### src/rtl/muldiv_pkg.sv
// muldiv_pkg: shared constants for the RV32M multiply/divide unit.
// Holds funct3 encodings, FSM state encoding and iteration limit.
package muldiv_pkg;

  localparam logic [2:0] F3_MUL    = 3'b000;
  localparam logic [2:0] F3_MULH   = 3'b001;
  localparam logic [2:0] F3_MULHSU = 3'b010;
  localparam logic [2:0] F3_MULHU  = 3'b011;
  localparam logic [2:0] F3_DIV    = 3'b100;
  localparam logic [2:0] F3_DIVU   = 3'b101;
  localparam logic [2:0] F3_REM    = 3'b110;
  localparam logic [2:0] F3_REMU   = 3'b111;

  typedef enum logic [1:0] {
    S_IDLE,
    S_CALC,
    S_DONE
  } state_e;

  localparam logic [4:0] ITER_LAST = 5'd31;

endpackage

### src/rtl/muldiv_if.sv
// muldiv_if: request/response bundle between control path and muldiv_unit.
// master drives the request, slave returns busy/done/result.
interface muldiv_if #(
  parameter int XLEN = 32
);
  logic            start;
  logic [2:0]      funct3;
  logic [XLEN-1:0] op_a;
  logic [XLEN-1:0] op_b;
  logic            busy;
  logic            done;
  logic [XLEN-1:0] result;

  modport master (
    output start, funct3, op_a, op_b,
    input  busy, done, result
  );

  modport slave (
    input  start, funct3, op_a, op_b,
    output busy, done, result
  );
endinterface

### src/rtl/muldiv_sign.sv
// muldiv_sign: operand magnitudes, result sign and final negate.
// Purely combinational; magnitudes feed an unsigned core datapath.
module muldiv_sign
  import muldiv_pkg::*;
#(
  parameter int XLEN = 32
) (
  input  logic [2:0]        funct3,
  input  logic [XLEN-1:0]   op_a,
  input  logic [XLEN-1:0]   op_b,
  output logic [XLEN-1:0]   mag_a,
  output logic [XLEN-1:0]   mag_b,
  output logic              sgn,
  input  logic [2*XLEN-1:0] res_in,
  input  logic              res_neg,
  output logic [2*XLEN-1:0] res_out
);

  logic a_signed;
  logic b_signed;
  logic sa;
  logic sb;

  // Operand signedness, magnitudes and result sign from funct3
  always_comb begin
    a_signed = 1'b0;
    b_signed = 1'b0;
    case (funct3)
      F3_MUL, F3_MULH, F3_DIV, F3_REM: begin
        a_signed = 1'b1;
        b_signed = 1'b1;
      end
      F3_MULHSU: a_signed = 1'b1;
      default: ;
    endcase
    sa    = a_signed & op_a[XLEN-1];
    sb    = b_signed & op_b[XLEN-1];
    mag_a = sa ? -op_a : op_a;
    mag_b = sb ? -op_b : op_b;
    // remainder follows the dividend, everything else is a xor b
    sgn   = (funct3 == F3_REM) ? sa : (sa ^ sb);
  end

  // Final two's-complement fix-up of the unsigned result
  always_comb begin
    res_out = res_neg ? -res_in : res_in;
  end

endmodule

### src/rtl/muldiv_unit.sv
// muldiv_unit: iterative RV32M multiply/divide, one bit per cycle.
// Shift-add multiply and restoring divide share one 64-bit register.
module muldiv_unit
  import muldiv_pkg::*;
#(
  parameter int XLEN = 32
) (
  input  logic    clk,
  input  logic    rst,
  muldiv_if.slave bus
);

  localparam int W2 = 2 * XLEN;

  state_e          state_q, state_d;
  logic [4:0]      cnt_q, cnt_d;
  logic [W2-1:0]   acc_q, acc_d;
  logic [XLEN-1:0] b_q, b_d;
  logic [2:0]      f3_q, f3_d;
  logic            neg_q, neg_d;
  logic            busy_q, busy_d;
  logic            done_q, done_d;
  logic [XLEN-1:0] result_q, result_d;

  logic [XLEN-1:0] mag_a;
  logic [XLEN-1:0] mag_b;
  logic            sgn;
  logic [W2-1:0]   fix_in;
  logic [W2-1:0]   fix_out;
  logic [W2-1:0]   acc_nx;
  logic [XLEN:0]   mul_sum;
  logic [XLEN-1:0] div_sub;
  logic            div_ge;
  logic [XLEN-1:0] fin;
  logic            accept;
  logic            dz_hit;
  logic            ovf_hit;

  muldiv_sign #(.XLEN(XLEN)) u_sign (
    .funct3  (bus.funct3),
    .op_a    (bus.op_a),
    .op_b    (bus.op_b),
    .mag_a   (mag_a),
    .mag_b   (mag_b),
    .sgn     (sgn),
    .res_in  (fix_in),
    .res_neg (neg_q),
    .res_out (fix_out)
  );

  // One iteration step; hi half is product/remainder, lo half multiplier/quotient
  always_comb begin
    mul_sum = {1'b0, acc_q[W2-1:XLEN]} + {1'b0, b_q};
    div_ge  = acc_q[W2-1:XLEN-1] >= {1'b0, b_q};
    // low bits of the 33-bit trial difference; exact whenever div_ge
    div_sub = acc_q[W2-2:XLEN-1] - b_q;
    if (f3_q[2]) begin
      acc_nx = div_ge ? {div_sub, acc_q[XLEN-2:0], 1'b1}
                      : {acc_q[W2-2:0], 1'b0};
    end else begin
      acc_nx = acc_q[0] ? {mul_sum, acc_q[XLEN-1:1]}
                        : {1'b0, acc_q[W2-1:1]};
    end
  end

  // Pick the unsigned result field and the half returned after negate
  always_comb begin
    if (!f3_q[2]) begin
      fix_in = acc_nx;
    end else if (f3_q[1]) begin
      fix_in = {{XLEN{1'b0}}, acc_nx[W2-1:XLEN]};
    end else begin
      fix_in = {{XLEN{1'b0}}, acc_nx[XLEN-1:0]};
    end
    if (f3_q == F3_MUL || f3_q[2]) begin
      fin = fix_out[XLEN-1:0];
    end else begin
      fin = fix_out[W2-1:XLEN];
    end
  end

  // Next-state: accept, iterate, special-case shortcut
  always_comb begin
    state_d  = state_q;
    cnt_d    = cnt_q;
    acc_d    = acc_q;
    b_d      = b_q;
    f3_d     = f3_q;
    neg_d    = neg_q;
    result_d = result_q;
    accept   = bus.start && (state_q != S_CALC);
    dz_hit   = bus.funct3[2] && (bus.op_b == '0);
    ovf_hit  = bus.funct3[2] && !bus.funct3[0] &&
               (bus.op_a == {1'b1, {(XLEN-1){1'b0}}}) &&
               (bus.op_b == '1);
    if (state_q == S_CALC) begin
      acc_d = acc_nx;
      cnt_d = cnt_q + 5'd1;
      if (cnt_q == ITER_LAST) begin
        state_d  = S_DONE;
        result_d = fin;
      end
    end else if (accept) begin
      f3_d    = bus.funct3;
      neg_d   = sgn;
      cnt_d   = '0;
      acc_d   = {{XLEN{1'b0}}, mag_a};
      b_d     = mag_b;
      state_d = S_DONE;
      unique case (1'b1)
        dz_hit:  result_d = bus.funct3[1] ? bus.op_a : '1;
        ovf_hit: result_d = bus.funct3[1] ? '0
                          : {1'b1, {(XLEN-1){1'b0}}};
        default: state_d = S_CALC;
      endcase
    end else begin
      state_d = S_IDLE;
    end
    busy_d = (state_d == S_CALC);
    done_d = (state_d == S_DONE);
  end

  // State, datapath and registered outputs
  always_ff @(posedge clk or negedge rst) begin
    if (!rst) begin
      state_q  <= S_IDLE;
      cnt_q    <= '0;
      acc_q    <= '0;
      b_q      <= '0;
      f3_q     <= '0;
      neg_q    <= 1'b0;
      busy_q   <= 1'b0;
      done_q   <= 1'b0;
      result_q <= '0;
    end else begin
      state_q  <= state_d;
      cnt_q    <= cnt_d;
      acc_q    <= acc_d;
      b_q      <= b_d;
      f3_q     <= f3_d;
      neg_q    <= neg_d;
      busy_q   <= busy_d;
      done_q   <= done_d;
      result_q <= result_d;
    end
  end

  assign bus.busy   = busy_q;
  assign bus.done   = done_q;
  assign bus.result = result_q;

endmodule
### src/flat_wrapper.sv
// flat-port wrapper written by rule: the top's interface ports become plain ports
module muldiv_unit_flat import muldiv_pkg::*;
#(
  parameter int XLEN = 32
)
  (clk, rst, bus_start, bus_funct3, bus_op_a, bus_op_b, bus_busy, bus_done, bus_result);
  muldiv_if #(.XLEN(XLEN)) bus_i ();
  input  logic clk;
  input  logic rst;
  input wire logic [$bits(bus_i.start)-1:0] bus_start;
  input wire logic [$bits(bus_i.funct3)-1:0] bus_funct3;
  input wire logic [$bits(bus_i.op_a)-1:0] bus_op_a;
  input wire logic [$bits(bus_i.op_b)-1:0] bus_op_b;
  output wire logic [$bits(bus_i.busy)-1:0] bus_busy;
  output wire logic [$bits(bus_i.done)-1:0] bus_done;
  output wire logic [$bits(bus_i.result)-1:0] bus_result;
  assign bus_i.start = bus_start;
  assign bus_i.funct3 = bus_funct3;
  assign bus_i.op_a = bus_op_a;
  assign bus_i.op_b = bus_op_b;
  assign bus_busy = bus_i.busy;
  assign bus_done = bus_i.done;
  assign bus_result = bus_i.result;
  muldiv_unit #(.XLEN(XLEN)) u_core (.clk(clk), .rst(rst), .bus(bus_i));
endmodule
### config.mk
export PLATFORM = sky130hd
export DESIGN_NAME = muldiv_unit_flat
export DESIGN_NICKNAME = d
export VERILOG_FILES = /design/src/rtl/muldiv_pkg.sv /design/src/rtl/muldiv_if.sv /design/src/rtl/muldiv_sign.sv /design/src/rtl/muldiv_unit.sv /design/src/flat_wrapper.sv
export SDC_FILE = /design/constraint.sdc
export NUM_CORES = 1
export LEC_CHECK = 0
export ABC_AREA = 1
export CORE_MARGIN = 2
export CORE_UTILIZATION = 45
export CTS_BUF_LIST = sky130_fd_sc_hd__clkbuf_8
export CTS_CLUSTER_DIAMETER = 80
export DETAILED_ROUTE_END_ITERATION = 8
export PLACE_DENSITY = 0.61
export SETUP_SLACK_MARGIN = 0.05
export SLEW_MARGIN = 5
export SYNTH_ARGS = -nofsm -noshare
export SYNTH_HDL_FRONTEND = slang
export SYNTH_HIERARCHICAL = 1
export SYNTH_SLANG_ARGS = --single-unit
### constraint.sdc
create_clock -name clk -period 4.44 [get_ports clk]
set_clock_uncertainty 0.2 [all_clocks]
set_input_delay 0.888 -clock clk [delete_from_list [all_inputs] [get_ports clk]]
set_output_delay 0.888 -clock clk [all_outputs]
set_load 0.03 [all_outputs]
==> metrics.yaml, run 1 <==
grt_usage_pct: 38.8
drc: 0
timing.critical_path.buf_inv: 7
area_growth_pct: 37.4
startpoint_type: "flop"
highest_layer: "met4"
top_cells_by_count: "nand2_1 (1060), inv_1 (402), nor2_1 (296)"
fin_tns_setup_ns: 0
rows: 72
worstPathRequired_ns: 4.66
regArea_mm2: 0.00357
vias_per_cell: 5.62
seq_cells: 141
drive_gt1_share_pct: 25.7
place_inst: 3971
insertion_delay_ns: 0.54
status: "finished clean"
syn_area_per_cell_um2: 5.73
use_met2_pct: 56.3
dr.pass1.iters: 6
routed_wl_um: 82000
routed-wl-met2_um: 34200
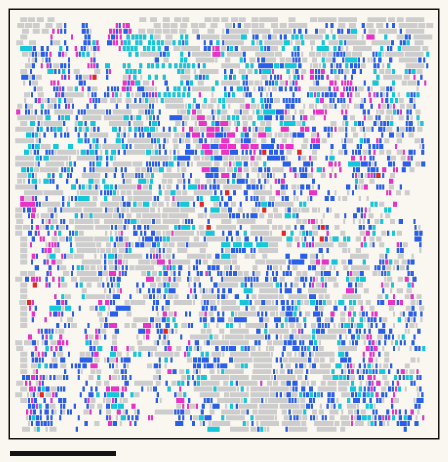
Figure 1: run 1, selected gate families.
Scale bar: 50 µm.
Key: AND and OR gates = red [cells 15]; NOR gates = magenta [cells 362, where all over the die]; inverting AOI/OAI gates = cyan [cells 473, where all over the die]; NAND gates = blue [cells 1380, where all over the die]

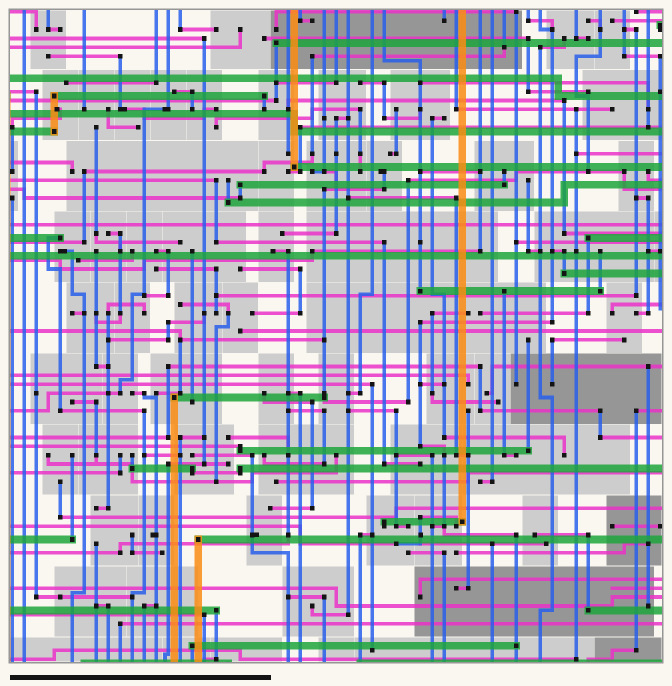
Figure 2: run 1, layout detail.
Scale bar: 10 µm. Window x 88 to 113, y 48 to 73 µm. Cells in grey, sequential cells in the stronger grey; small squares are vias.
Key: metal 4 = orange; metal 2 = blue; metal 1 = magenta; metal 3 = green
Netlist names of flops here include `u_core/acc_q` (2), `u_core/b_q` (1). Most frequent: nand2_1 (15), inv_1 (10), buf_4 (6). Sequential cells in the window: 3. 57 logic cells have their middle in the window.

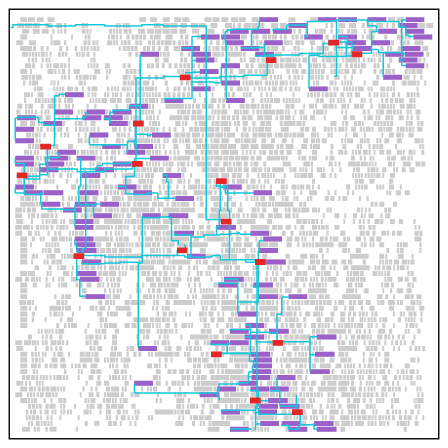
Figure 3: run 1, clock distribution.
Key: flip-flops = purple [count 141]; clock drivers = red [count 17]; clock wires = cyan [length 2330 µm]
Position of the flops: all over the die.

==> run 2: changes to the inputs <==
--- a/config.mk
+++ b/config.mk
@@ -12,7 +12,7 @@
 export CTS_CLUSTER_DIAMETER = 80
 export DETAILED_ROUTE_END_ITERATION = 8
 export PLACE_DENSITY = 0.61
-export SETUP_SLACK_MARGIN = 0.05
+export SETUP_SLACK_MARGIN = 0.02
 export SLEW_MARGIN = 5
 export SYNTH_ARGS = -nofsm -noshare
 export SYNTH_HDL_FRONTEND = slang
==> run 2 against run 1 <==
Die size did not move. Cell area fell by 1.5%. Utilization fell by 0.94 points. Critical path depth fell by 1. Sequential cell count did not move. Register-to-register slack improved by 0.04 ns. Global-route usage fell by 0.062 points. Synthesized cell count did not move. Highest routed layer is now met5.
==> metrics.yaml, run 2 <==
startpoint_type: "flop"  # unchanged
warnings: 29  # was 30
hold_ws_ns: 0.240  # was 0.250 ns
vias_per_cell: 5.57  # was 5.62
dr.pass1.iters: 7  # was 6
place_inst: 3971  # unchanged
seq_cells: 141  # unchanged
top_cells_by_count: "nand2_1 (1060), inv_1 (402), nor2_1 (296)"  # unchanged
routed-wl-met2_um: 33800  # was 34200 µm
drc: 0  # unchanged
regArea_mm2: 0.00356  # was 0.00357 mm²
grt_usage_pct: 38.8  # about the same
rows: 72  # unchanged
use_met2_pct: 56.2  # was 56.3%
syn_area_per_cell_um2: 5.73  # unchanged
drive_gt1_share_pct: 24.4  # was 25.7%
status: "finished clean"  # unchanged
highest_layer: "met5"  # was met4
timing.critical_path.buf_inv: 4  # was 7
fin_tns_setup_ns: 0  # unchanged
area_growth_pct: 35.3  # was 37.4%
insertion_delay_ns: 0.53  # was 0.54 ns
routed_wl_um: 81300  # was 82000 µm
worstPathRequired_ns: 4.66  # about the same
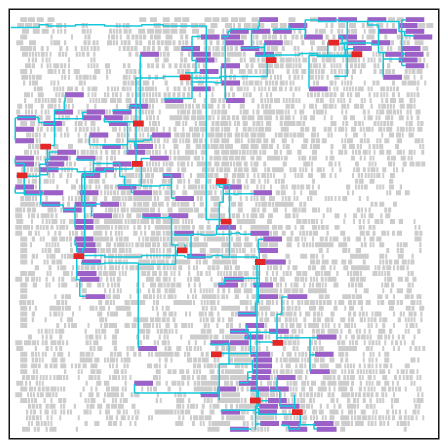
Figure 4: run 2, clock distribution.
Key: clock wires = cyan [length 2330 µm]; flip-flops = purple [count 141]; clock drivers = red [count 17]
Position of the flops: all over the die.

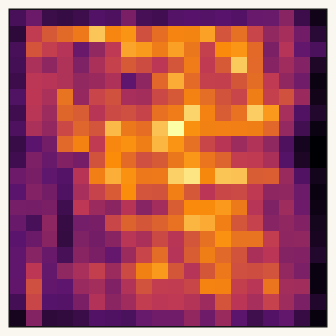
Figure 5: run 2, wire density map.
The die is cut into 20 by 20 equal tiles; black is low, pale yellow is high, scaled to the fullest tile. Values are wire area over tile area, all layers added.
0.50% of the tiles are nearly empty. The densest ninth of the die: centre. 45% of the tiles are over half the peak.

